===== config.mk =====
export PLATFORM = sky130hd
export DESIGN_NAME = period_meter
export DESIGN_NICKNAME = d
export VERILOG_FILES = /design/src/rtl/period_meter.sv
export SDC_FILE = /design/constraint.sdc
export NUM_CORES = 1
export LEC_CHECK = 0
export CAP_MARGIN = 40
export CELL_PAD_IN_SITES_DETAIL_PLACEMENT = 2
export CELL_PAD_IN_SITES_GLOBAL_PLACEMENT = 2
export CORE_AREA = 2 2 109 111
export DETAILED_ROUTE_END_ITERATION = 10
export DIE_AREA = 0 0 111 113
export GPL_TIMING_DRIVEN = 0
export PLACE_DENSITY_LB_ADDON = 0.1
export SETUP_SLACK_MARGIN = 0.15
export SLEW_MARGIN = 10
export SYNTH_ARGS = -nofsm -noshare
export SYNTH_HDL_FRONTEND = slang
export SYNTH_SLANG_ARGS = --single-unit

===== constraint.sdc =====
create_clock -name clk -period 3.8 [get_ports clk]
set_clock_uncertainty 0.2 [all_clocks]
set_input_delay 0.95 -clock clk [delete_from_list [all_inputs] [get_ports clk]]
set_output_delay 0.95 -clock clk [all_outputs]
set_load 0.02 [all_outputs]

===== src/rtl/period_meter.sv =====
`timescale 1ns/1ps
// period_meter
//   Measures a periodic signal in system-clock cycles: full period (rise to
//   rise) and the high time inside that period. sig_in is asynchronous and is
//   brought into the clk domain by a SYNC_STAGES flop chain.
// Ports
//   clk        system clock, rising edge
//   rst_n      asynchronous active-low reset
//   en         1 = measure continuously, 0 = idle with counters cleared
//   sig_in     signal under measurement (asynchronous)
//   period     last complete period in clk cycles
//   high_time  clk cycles the signal was high within that period
//   valid      one-cycle pulse when period/high_time are updated
//   overflow   one-cycle pulse when a period exceeded 2^WIDTH-1 and was dropped
//   busy       1 while a period is being measured
module period_meter #(
  parameter int WIDTH       = 16,
  parameter int SYNC_STAGES = 2
) (
  input  logic             clk,
  input  logic             rst_n,
  input  logic             en,
  input  logic             sig_in,
  output logic [WIDTH-1:0] period,
  output logic [WIDTH-1:0] high_time,
  output logic             valid,
  output logic             overflow,
  output logic             busy
);

  typedef enum logic [1:0] {
    IDLE      = 2'd0,
    WAIT_EDGE = 2'd1,
    MEASURE   = 2'd2
  } state_t;

  localparam logic [WIDTH-1:0] CNT_MAX  = {WIDTH{1'b1}};
  localparam logic [WIDTH-1:0] CNT_ZERO = {WIDTH{1'b0}};
  localparam logic [WIDTH-1:0] CNT_ONE  = {{(WIDTH-1){1'b0}}, 1'b1};

  logic [SYNC_STAGES-1:0] sync_r;
  logic                   s_s;
  logic                   s_d_r;
  logic                   rise_s;
  logic [WIDTH-1:0]       s_ext_s;

  state_t                 state_r;
  state_t                 state_nxt_s;
  logic [WIDTH-1:0]       cnt_r;
  logic [WIDTH-1:0]       cnt_nxt_s;
  logic [WIDTH-1:0]       hcnt_r;
  logic [WIDTH-1:0]       hcnt_nxt_s;
  logic [WIDTH-1:0]       period_r;
  logic [WIDTH-1:0]       period_nxt_s;
  logic [WIDTH-1:0]       high_r;
  logic [WIDTH-1:0]       high_nxt_s;
  logic                   valid_r;
  logic                   valid_nxt_s;
  logic                   ovf_r;
  logic                   ovf_nxt_s;
  logic                   busy_r;

  assign s_s     = sync_r[SYNC_STAGES-1];
  assign rise_s  = s_s & ~s_d_r;
  assign s_ext_s = {{(WIDTH-1){1'b0}}, s_s};

  // Synchronizer chain plus one-cycle delay used for rising-edge detection.
  always_ff @(posedge clk or negedge rst_n) begin
    if (!rst_n) begin
      sync_r <= {SYNC_STAGES{1'b0}};
      s_d_r  <= 1'b0;
    end else begin
      sync_r <= {sync_r[SYNC_STAGES-2:0], sig_in};
      s_d_r  <= s_s;
    end
  end

  // FSM state register.
  always_ff @(posedge clk or negedge rst_n) begin
    if (!rst_n) begin
      state_r <= IDLE;
    end else begin
      state_r <= state_nxt_s;
    end
  end

  // Next-state and next-value logic for counters and result registers.
  always_comb begin
    state_nxt_s  = state_r;
    cnt_nxt_s    = cnt_r;
    hcnt_nxt_s   = hcnt_r;
    period_nxt_s = period_r;
    high_nxt_s   = high_r;
    valid_nxt_s  = 1'b0;
    ovf_nxt_s    = 1'b0;
    if (!en) begin
      // Disable dominates a coincident rise: no result is issued.
      state_nxt_s = IDLE;
      cnt_nxt_s   = CNT_ZERO;
      hcnt_nxt_s  = CNT_ZERO;
    end else begin
      case (state_r)
        IDLE: begin
          state_nxt_s = WAIT_EDGE;
          cnt_nxt_s   = CNT_ZERO;
          hcnt_nxt_s  = CNT_ZERO;
        end
        WAIT_EDGE: begin
          if (rise_s) begin
            // The rise cycle itself is high and belongs to the new period.
            state_nxt_s = MEASURE;
            cnt_nxt_s   = CNT_ONE;
            hcnt_nxt_s  = CNT_ONE;
          end else begin
            state_nxt_s = WAIT_EDGE;
          end
        end
        MEASURE: begin
          if (rise_s) begin
            period_nxt_s = cnt_r;
            high_nxt_s   = hcnt_r;
            valid_nxt_s  = 1'b1;
            cnt_nxt_s    = CNT_ONE;
            hcnt_nxt_s   = CNT_ONE;
          end else if (cnt_r != CNT_MAX) begin
            // hcnt only counts cycles already counted by cnt, so it cannot wrap.
            cnt_nxt_s  = cnt_r + CNT_ONE;
            hcnt_nxt_s = hcnt_r + s_ext_s;
          end else begin
            ovf_nxt_s   = 1'b1;
            state_nxt_s = WAIT_EDGE;
          end
        end
        default: begin
          state_nxt_s = IDLE;
          cnt_nxt_s   = CNT_ZERO;
          hcnt_nxt_s  = CNT_ZERO;
        end
      endcase
    end
  end

  // Counter, result and status registers.
  always_ff @(posedge clk or negedge rst_n) begin
    if (!rst_n) begin
      cnt_r    <= CNT_ZERO;
      hcnt_r   <= CNT_ZERO;
      period_r <= CNT_ZERO;
      high_r   <= CNT_ZERO;
      valid_r  <= 1'b0;
      ovf_r    <= 1'b0;
      busy_r   <= 1'b0;
    end else begin
      cnt_r    <= cnt_nxt_s;
      hcnt_r   <= hcnt_nxt_s;
      period_r <= period_nxt_s;
      high_r   <= high_nxt_s;
      valid_r  <= valid_nxt_s;
      ovf_r    <= ovf_nxt_s;
      busy_r   <= (state_nxt_s == MEASURE);
    end
  end

  assign period    = period_r;
  assign high_time = high_r;
  assign valid     = valid_r;
  assign overflow  = ovf_r;
  assign busy      = busy_r;

endmodule

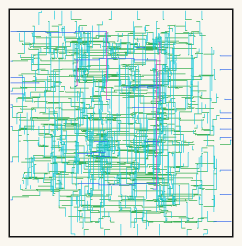
**Above:** run 1 (metal layers overlaid).
Drawn at 2 px/um.
Blue shows met3, wire length 303 um. Green shows met1, wire length 4950 um. Cyan shows met2, wire length 4700 um. Magenta shows met4, wire length 141 um.
Total Wirelength: 10100 um
WL/cell: 17.85 um
gr usage total: 16.86%
via count: 2929

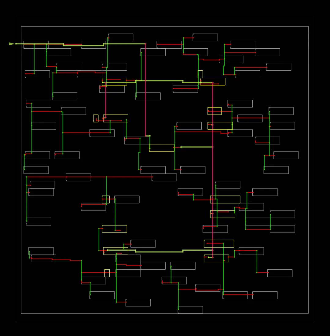
**Above:** run 1 (clock nets).
clock buffer count from CTS: 9
clk ins delay skew pair: 330 ps
Clk. pwr: 918 uW
clkbuf count: 10
registers: 72

==> GITHUB_STEP_SUMMARY, run 1 <==
## PnR job results

| Metric | Value |
|---|---|
| AND-OR/OR-AND Cells, Area Fraction | 16.54% |
| Detail Route Antenna Nets | 0 |
| Hpwl dp | 6893 um |
| Unique cell types | 34 |
| Met3 Usage GRT | under 10% |
| Endpoint, Worst Hold | sync_r[1] |
| Comb pwr | ~59 uW |
| Synth Net Count | between 300 and 400 |
| Power Internal | 1.377 mW |
| Clock network area share | around 7.5% |
| Final min period | between 2000 and 3000 ps |
| Pwr Total | between 1.5 and 2 mW |
| Mi-comb count | approximately 270 |
| Chip area | about 0.013 sq mm |
| Pre-Place Util | roughly 30% |
| Seq share, synth | approximately 54% |
| Family with the most delay on the worst path | buffers and inverters |
| Synth logic family | simple AND/OR/NAND/NOR gates |
| WP buf/inv | 3 |
| Worst-path clk slew | approximately 60 ps |
| Die height | 113 um |
| DRC violations left | 0 |
| Most frequent cells in the layout | nand2_1 (108), dfrtp_1 (72), clkdlybuf4s50_1 (37), o21ai_0 (31), o31ai_1 (24) |
| Startpoint Class | input pin |
| Die width | between 100 and 150 um |
| Top sig layer | met4 |
| Hold Path Origin | sync_r[0] |
| Post-CTS setup buffer count | 0 |
| Commonest flop | dfrtp_1 |
| Post-CTS sizing | 0 |
| Critical Path, Cell by Cell | clkdlybuf4s50_1 -> nand3_1 -> inv_1 -> clkbuf_1 -> nand2_1 -> nand2_1 |
| Area growth, synth to finish | 27.17% |
| Fillers | between 1000 and 1500 |
| Least-Margin Pin Slew | ~900 ps |
| Via density per instance | ~5.2 |
| Non-clock buffer count | 61 |
| Yosys warning tally | 0 |
| Sequential Power Share | 44.2% |
| Final Instance Area | 0.004263 sq mm |
| R2r startpoint | cnt_r[0] |
| Reg2reg path depth | 7 |
| Nets | 429 |
| Post-synth top cells | nand2_1 (108), dfrtp_1 (72), o21ai_0 (31) |
| CP Capture Type | register |
| Final Util | between 30% and 40% |
| Worst setup path class | input pin to register |
| Non-clock inverter count in the final layout | 8 |
| CTS tree | done |
| Max Cap Violations | 0 |
| Worst Setup EP | high_time[0] |
| Simple Share, Synth | 23.03% |
| Ys async rst share | 100.0% |
| Clock root cell | clkbuf_16 |
| CP Max Fanout | 10 |
| First-pass iteration count of the detailed router | 4 |
| Area contributors post-synth | dfrtp_1 (54%), nand2_1 (12%), o31ai_1 (5.4%), o21ai_0 (4.6%), nand3_1 (2.7%) |
| Clk pwr share | between 50 and 60% |
| Chip area in the Yosys report | roughly 0.0034 sq mm |
| Initial antenna violation count | 0 |
| Sequential power | just under 800 uW |
| Commonest Layout Cell | nand2_1 |
| Cell taking the most area after synthesis | dfrtp_1 |
| Hold Crit Depth | 0 |
| Non-Filler Instances | 566 |
| Slack of the worst reg-to-reg path | roughly 1100 ps |
| RSZ-0062 raised after global routing | no |
| FA/HA/MAJ Cells, Area Fraction | approximately 2.6% |
| Xor/xnor share | 0% |
| Slew margin rel. | a little under 40% |
| Hold-fix buffers, CTS | 0 |
| Sw frac | about 21% |
| N_taps | between 100 and 150 |
| Switching pwr | between 300 and 400 uW |
| Vias in the first global route | around 3100 |
| # IOs | 39 |
| Worst min-delay path class | register to register |
| # port buffers | 38 |
| Ys cells | around 370 |
| Placed cell count | ~550 |
| Leading cell kind | sequential cells |
| CP Depth | 6 |
| Fin. Hold Viols | 0 |
| Logic area | ~0.0014 sq mm |
| Status | finished clean |
| Pre-CTS setup slack | 422.6 ps |
| Yosys top cell by instances | nand2_1 |
| Comb/total area | approximately a third |
| # rows | 39 |
| Fmax achieved | 0.3370 GHz |
| Routing usage on met2 | between 20% and 30% |
| Seq. cell area | between 0.0015 and 0.002 sq mm |
| # clock sinks | ~70 |
| Crit path top cell by count | nand2_1 |
| Critical path's largest stage delay | roughly 600 ps |
| Diodes inserted | 0 |
| Routability Congestion | 0.7911 |
| Avg Inst Size Synth | 9.133 sq um |
| Tool warning count | 29 |
| Biggest consumer | clock |
| Placed Area | approximately 0.0039 sq mm |
| Global route hottest layer | met2 |
| Core ar. | roughly 0.011 sq mm |
| Met1 wire length | 4954 um |
| Seq/total area | 42.27% |
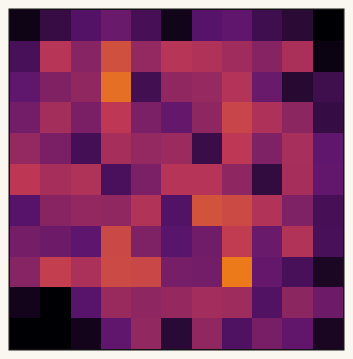
**Above:** run 1 (cell area per tile).
Drawn at 3 px/um. 11 x 11 tiles, from black (low) to pale yellow (high), 0 to 100% covered.
The fullest tile reaches 70%. The mean over all tiles is 33%. 3.3% of the tiles are nearly empty.

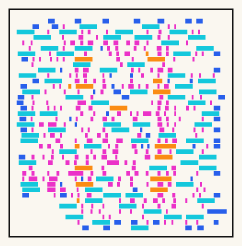
**Above:** run 1 (cells coloured by class).
Drawn at 2 px/um.
Orange shows clock drivers and dummy loads, cells 16, share of their area 7.9%. Cyan shows flip-flops, cells 72, share of their area 44%. Magenta shows all other logic, cells 274, share of their area 35%. Blue shows other buffers and delay cells, cells 61, share of their area 13%.

==> run 1 -> run 2 <==
==> constraint.sdc (replaced) <==
create_clock -name clk -period 2.46 [get_ports clk]
set_clock_uncertainty 0.2 [all_clocks]
set_input_delay 0.615 -clock clk [delete_from_list [all_inputs] [get_ports clk]]
set_output_delay 0.615 -clock clk [all_outputs]
set_load 0.02 [all_outputs]
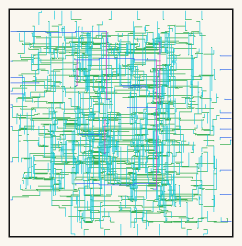
**Above:** run 2 (metal layers overlaid).
Drawn at 2 px/um.
Green shows met1, wire length 5060 um. Cyan shows met2, wire length 4920 um. Magenta shows met4, wire length 159 um. Blue shows met3, wire length 272 um.

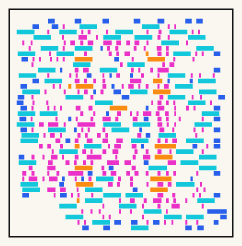
**Above:** run 2 (cells coloured by class).
Drawn at 2 px/um.
Magenta shows all other logic, cells 274, share of their area 36%. Blue shows other buffers and delay cells, cells 70, share of their area 14%. Cyan shows flip-flops, cells 72, share of their area 42%. Orange shows clock drivers and dummy loads, cells 16, share of their area 7.5%.

==> run 2 against run 1 <==
Effect of this change: sequential share of layout area fell by 1.7 points; cell count is 1.6% higher; critical path depth increased by 3; global-route usage up 0.16 points; non-clock buffer count up 9; flip-flop count unchanged; synthesized cell count is the same; utilization up 1.7 points; largest power group unchanged.
==> GITHUB_STEP_SUMMARY, run 2 <==
## PnR job results

| Metric | Value |
|---|---|
| Status | finished clean |
| WL/cell | 18.10 um |
| CP Max Fanout | 10 |
| # clock sinks | 72 |
| Hpwl dp | 6893 um |
| Post-CTS setup buffer count | 5 |
| Power Internal | approximately 2.1 mW |
| AND-OR/OR-AND Cells, Area Fraction | 16.54% |
| Routability Congestion | between 0.7 and 0.8 |
| Gr usage total | about 17% |
| Sw frac | between 20% and 30% |
| Fmax achieved | between 0.4 and 0.5 GHz |
| Sequential Power Share | around 44% |
| RSZ-0062 raised after global routing | yes |
| Switching pwr | ~590 uW |
| Clk ins delay skew pair | ~340 ps |
| Nets | between 400 and 500 |
| Post-synth top cells | nand2_1 (108), dfrtp_1 (72), o21ai_0 (31) |
| Comb pwr | between 100 and 150 uW |
| # port buffers | 38 |
| Non-Filler Instances | 575 |
| Clock network area share | between 7 and 8% |
| Slack of the worst reg-to-reg path | slightly above 200 ps |
| Reg2reg path depth | 9 |
| Mi-comb count | around 270 |
| Avg Inst Size Synth | between 9 and 10 sq um |
| R2r startpoint | cnt_r[0] |
| Family with the most delay on the worst path | simple AND/OR/NAND/NOR gates |
| Via density per instance | roughly 5 |
| Placed Area | 0.003941 sq mm |
| Unique cell types | 34 |
| Commonest Layout Cell | nand2_1 |
| Startpoint Class | register |
| CP Depth | 9 |
| Via count | a little under 3000 |
| Final Instance Area | roughly 0.0045 sq mm |
| DRC violations left | 0 |
| Core ar. | 0.01127 sq mm |
| Yosys warning tally | 0 |
| Pwr Total | ~2.7 mW |
| Routing usage on met2 | between 20% and 30% |
| Final Util | approximately two fifths |
| Synth logic family | simple AND/OR/NAND/NOR gates |
| Max Cap Violations | 0 |
| Total Wirelength | 10410 um |
| Global route hottest layer | met2 |
| Fin. Hold Viols | 0 |
| Cell taking the most area after synthesis | dfrtp_1 |
| Worst-path clk slew | roughly 60 ps |
| Diodes inserted | 0 |
| Tool warning count | 31 |
| Area contributors post-synth | dfrtp_1 (54%), nand2_1 (12%), o31ai_1 (5.4%), o21ai_0 (4.6%), nand3_1 (2.7%) |
| Critical path's largest stage delay | around 460 ps |
| CTS tree | done |
| Worst min-delay path class | register to register |
| Slew margin rel. | just over 60% |
| Pre-Place Util | 29.74% |
| Endpoint, Worst Hold | sync_r[1] |
| Worst Setup EP | cnt_r[13] |
| Xor/xnor share | 0% |
| Chip area in the Yosys report | around 0.0034 sq mm |
| First-pass iteration count of the detailed router | 4 |
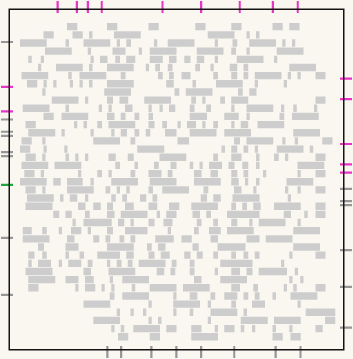
**Above:** run 2 (pin map).
Drawn at 3 px/um. Pins as bars across the die edge, other pins in grey.
Green shows `sig_in`, pins 1, direction input, edge left. Magenta shows `high_time`, pins 16, direction output, edge 9 top, 5 right, 2 left.

Power figures rest on the tool's default switching activity, not on a simulated workload.
